==> config.mk <==
export PLATFORM = sky130hd
export DESIGN_NAME = mult32x32_sched
export DESIGN_NICKNAME = d
export VERILOG_FILES = /design/src/rtl/mult_sched_pkg.sv /design/src/rtl/rr_arbiter.sv /design/src/rtl/mult32x32_sched.sv
export SDC_FILE = /design/constraint.sdc
export NUM_CORES = 1
export LEC_CHECK = 0
export ABC_CLOCK_PERIOD_IN_PS = 4650
export CAP_MARGIN = 5
export CORE_AREA = 2 2 127 129
export CTS_CLUSTER_DIAMETER = 40
export DETAILED_ROUTE_END_ITERATION = 16
export DIE_AREA = 0 0 129 131
export PLACE_DENSITY = 0.74
export SLEW_MARGIN = 20
export SYNTH_ARGS = -nofsm -noshare
export SYNTH_HDL_FRONTEND = slang
export SYNTH_SLANG_ARGS = --single-unit
==> constraint.sdc <==
create_clock -name clk -period 4.65 [get_ports clk]
set_input_delay 0.465 -clock clk [delete_from_list [all_inputs] [get_ports clk]]
set_output_delay 0.465 -clock clk [all_outputs]
set_load 0.05 [all_outputs]
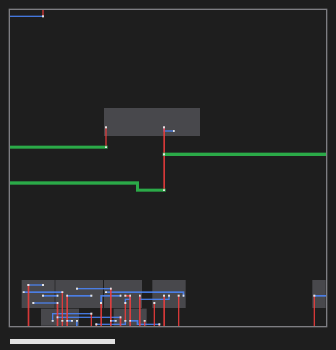
*Layout detail, run 1*
Scale bar: 10 microns. Window x 50 to 80, y 50 to 80 microns. Cells in grey, sequential cells in the stronger grey; small squares are vias.
[blue] M1
[red] M2
[green] M3
cells with their middle in the window: 7
sequential cells in the window: 0

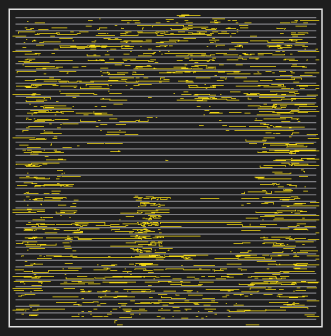
*Signal wires on met1, run 1*
Supply wires on this layer in grey.
wire length on this layer: 4930 microns
longest straight run: 38.2 microns
nets with wire on the layer: 615
main direction: horizontal
via count: 3696
final wirelength: 13.38 mm

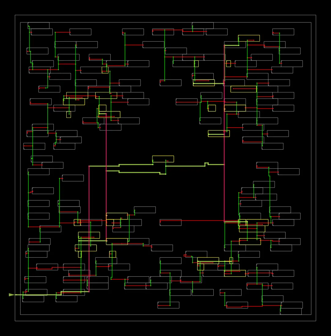
*Clock wiring as the flow saved it, run 1*
cts bufs inserted: 17
clock sinks: 140
Clk Latency, worst-skew pair: 0.41 ns
clock buffers: 19
clock skew: 0.006572 ns

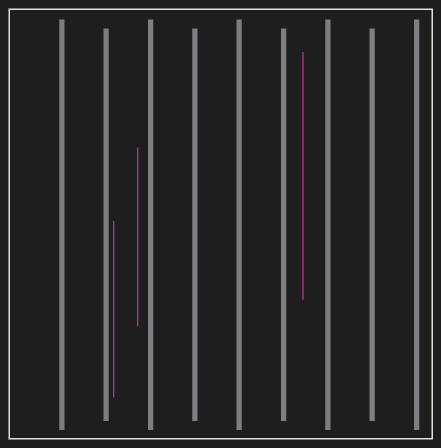
*The metal 4 layer, run 1*
Supply wires on this layer in grey.
main direction: vertical
nets with wire on the layer: 2
wire length on this layer: 184 microns
longest straight run: 75.5 microns
share of all routed wire: 1.4%

==> GITHUB_STEP_SUMMARY, run 1 <==
### Flow metrics

| Metric | Value |
|---|---|
| Dpl ws | `1.908 ns` |
| Antenna Cells | `0` |
| Min cycle time layout | `2.545 ns` |
| Post-Synth Adder-Cell Area | `0.004661` |
| Reg2Reg Depth | `3` |
| MI comb cells | `166` |
| Hold Fails Final Rpt | `0` |
| Register area share after synthesis | `0.6525` |
| Status | `completed` |
| YS warnings | `0` |
| Initial antenna violation count | `0` |
| Clock H-tree levels | `4` |
| Met3 WL post-DR | `1.494 mm` |
| Final Max Slew Viols | `0` |
| DR WL/cell | `16.18 microns` |
| Simple Share, Synth | `0.03402` |
| First-pass GRT wire length | `20.55 mm` |
| Internal | `4157 uW` |
| Unique cell types | `35` |
| Max Freq | `393.0 MHz` |
| Post-CTS Hold Buffers | `0` |
| Top cells by area | `dfrtp_1 (65%), mux2_2 (17%), mux2_1 (10%)` |
| Syn Inst Count | `327` |
| Clock power frac | `0.171` |
| #FFs+latches synth | `140` |
| Placed Cells incl. Taps | `795` |
| Fin crit share | `0.5472` |
| Worst endpoint data arrival time | `2.08 ns` |
| PnR worst setup slack | `2.105 ns` |
| Overall routing resource usage | `0.1593` |
| Switching pwr | `3500 uW` |
| Chip area | `16900 sq um` |
| Layout Cells excl Fill | `827` |
| CP endpoint kind | `output pin` |
| Tapcells | `216` |
| Sw frac | `0.4571` |
| Drt first pass iters | `4` |
| Worst-Margin Slew | `0.8023 ns` |
| Vias per cell | `4.469` |
| Post-synth ARST share | `1.000` |
| Die width | `129 microns` |
| Flip-flops with a built-in enable | `0` |
[run 1: critical path, stage by stage, from the launching register on]
cell and delay [ns]:
dfrtp_1 0.50, nor2_2 0.19, nand3_2 0.10, inv_1 0.06, clkdlybuf4s50_1 0.82
[run 1: synthesized netlist by cell type, types with 2 or more instances]
cell	instances
mux2_1	49
buf_6	2
nand2_1	2
and2_1	3
nand3_1	3
nand2b_1	3
mux2_2	79
inv_1	4
buf_2	9
dfrtp_1	140
buf_8	4
o21ai_0	2
ha_1	2
nor2_1	4
[run 1: power groups by stage]
stage / clock (uW) / combinational [uW] / sequential, uW
2_1_floorplan: 0 / 814 / 4110
3_3_place_gp: 0 / 4200 / 2110
3_5_place_dp: 0 / 4260 / 2150
4_1_cts: 1350 / 4270 / 2140
5_1_grt: 1420 / 4400 / 2210
6_report: 1310 / 4220 / 2130
### Metal layers overlaid, run 1

Two of the layers only.
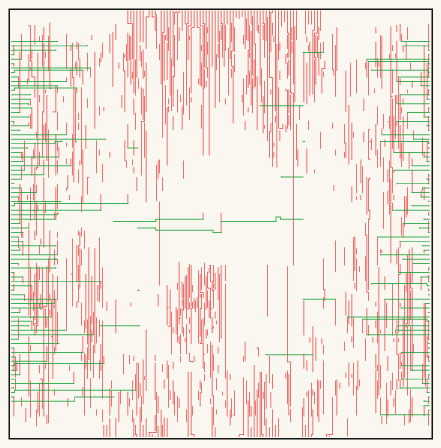

==> run 2, diff against run 1 <==
Settings changed: ABC_CLOCK_PERIOD_IN_PS 4650 to 2600.
Clock period 4.65 ns to 2.6 ns, I/O delays scaled along.
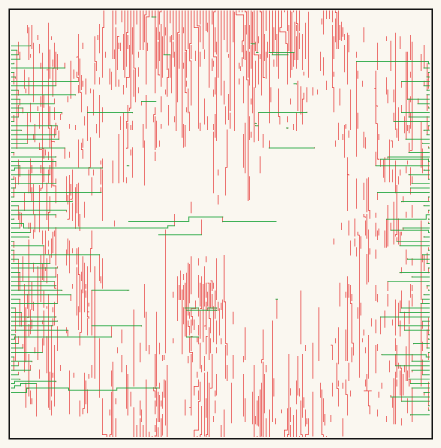
*Metal layers overlaid, run 2*
Two of the layers only.
[red] M2 | wire length: 6430 microns
[green] M3 | wire length: 1370 microns
overall routing resource usage: 0.1544
final wirelength: 13.18 mm
via count: 3724
DR WL/cell: 15.92 microns

==> GITHUB_STEP_SUMMARY, run 2 <==
### Flow metrics

| Metric | Value |
|---|---|
| First-pass GRT wire length | `20.09 mm (was 20.55 mm)` |
| Min cycle time layout | `1.885 ns` |
| Post-CTS Hold Buffers | `0 (unchanged)` |
| Syn Inst Count | `327 (unchanged)` |
| Clock sinks | `140 (unchanged)` |
| Final Max Slew Viols | `0 (unchanged)` |
| Clock power frac | `0.166 (was 0.171)` |
| Fin crit share | `0.7252` |
| Sw frac | `0.4570 (was 0.4571)` |
| #FFs+latches synth | `140 (unchanged)` |
| Seq. pwr | `3800 uW (was 2130 uW)` |
| Leading power group | `combinational logic (unchanged)` |
| Logic power comb | `7550 uW (was 4220 uW)` |
| Clock skew | `0.004299 ns (was 0.006572 ns)` |
| Most frequent logic cell in the layout | `clkdlybuf4s50_1 (unchanged)` |
| MI comb cells | `166 (unchanged)` |
| Hold Fails Final Rpt | `0 (unchanged)` |
| Unique cell types | `35 (unchanged)` |
| Post-Synth Adder-Cell Area | `0.004661 (unchanged)` |
| Worst-Margin Slew | `0.7753 ns (was 0.8023 ns)` |
| Tapcells | `216 (unchanged)` |
| Top cells by count, synth | `dfrtp_1 (140), mux2_2 (79), mux2_1 (49) (unchanged)` |
| YS warnings | `0 (unchanged)` |
| Vias per cell | `4.498 (was 4.469)` |
| Met3 WL post-DR | `1.373 mm (was 1.494 mm)` |
| Initial antenna violation count | `0 (unchanged)` |
| Max Freq | `530.4 MHz` |
| Worst endpoint data arrival time | `2.17 ns (was 2.08 ns)` |
| Synth Area in XOR/XNOR | `0 (unchanged)` |
| Internal | `7386 uW (was 4157 uW)` |
| Die width | `129 microns (unchanged)` |
| Status | `completed (unchanged)` |
| Reg2Reg Depth | `4 (was 3)` |
| Switching pwr | `6216 uW (was 3500 uW)` |
| Drt first pass iters | `4 (unchanged)` |
| Simple Share, Synth | `0.03402 (unchanged)` |
| Most common cell in the netlist | `dfrtp_1 (unchanged)` |
| Post-synth ARST share | `1.000 (unchanged)` |
| Register area share after synthesis | `0.6525 (unchanged)` |
| Top cells by area | `dfrtp_1 (65%), mux2_2 (17%), mux2_1 (10%) (unchanged)` |
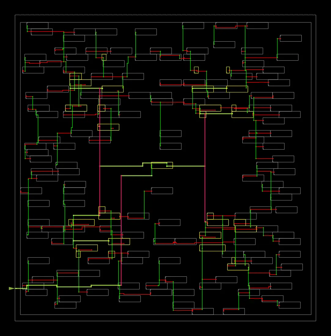
*Clock wiring as the flow saved it, run 2*
Clk Latency, worst-skew pair: 0.40 ns
clock buffers: 21
flop count: 140
Power Clock: 2260 uW

## run 2: cell count changes in the layout (fill, tap and decap cells not counted), sizes merged
cell           before  now
buf                 4    5
bufinv              2    1
clkbuf             19   21
clkdlybuf4s50     264  263
clkinv              3    5
clkinvlp            4    5
diode               0    1
inv                 9    5
## run 2: stage by stage
stage | std cells | total power [uW] | area, sq um
after global routing | 827 | 14230 | 8770
after global placement | 795 | 11280 | 8215
after CTS | 827 | 13770 | 8770
after detailed placement | 795 | 11450 | 8215
after floorplan | 327 | 8806 | 5373
final | 828 | 13600 | 8772
## run 2: critical path, cell delays in order, from the launching register on
cell and delay [ns]:
dfrtp_1 0.54, nor2_1 0.11, nand3_2 0.17, buf_4 0.50, mux2_2 0.40
Power is estimated from default activity; no workload was simulated.
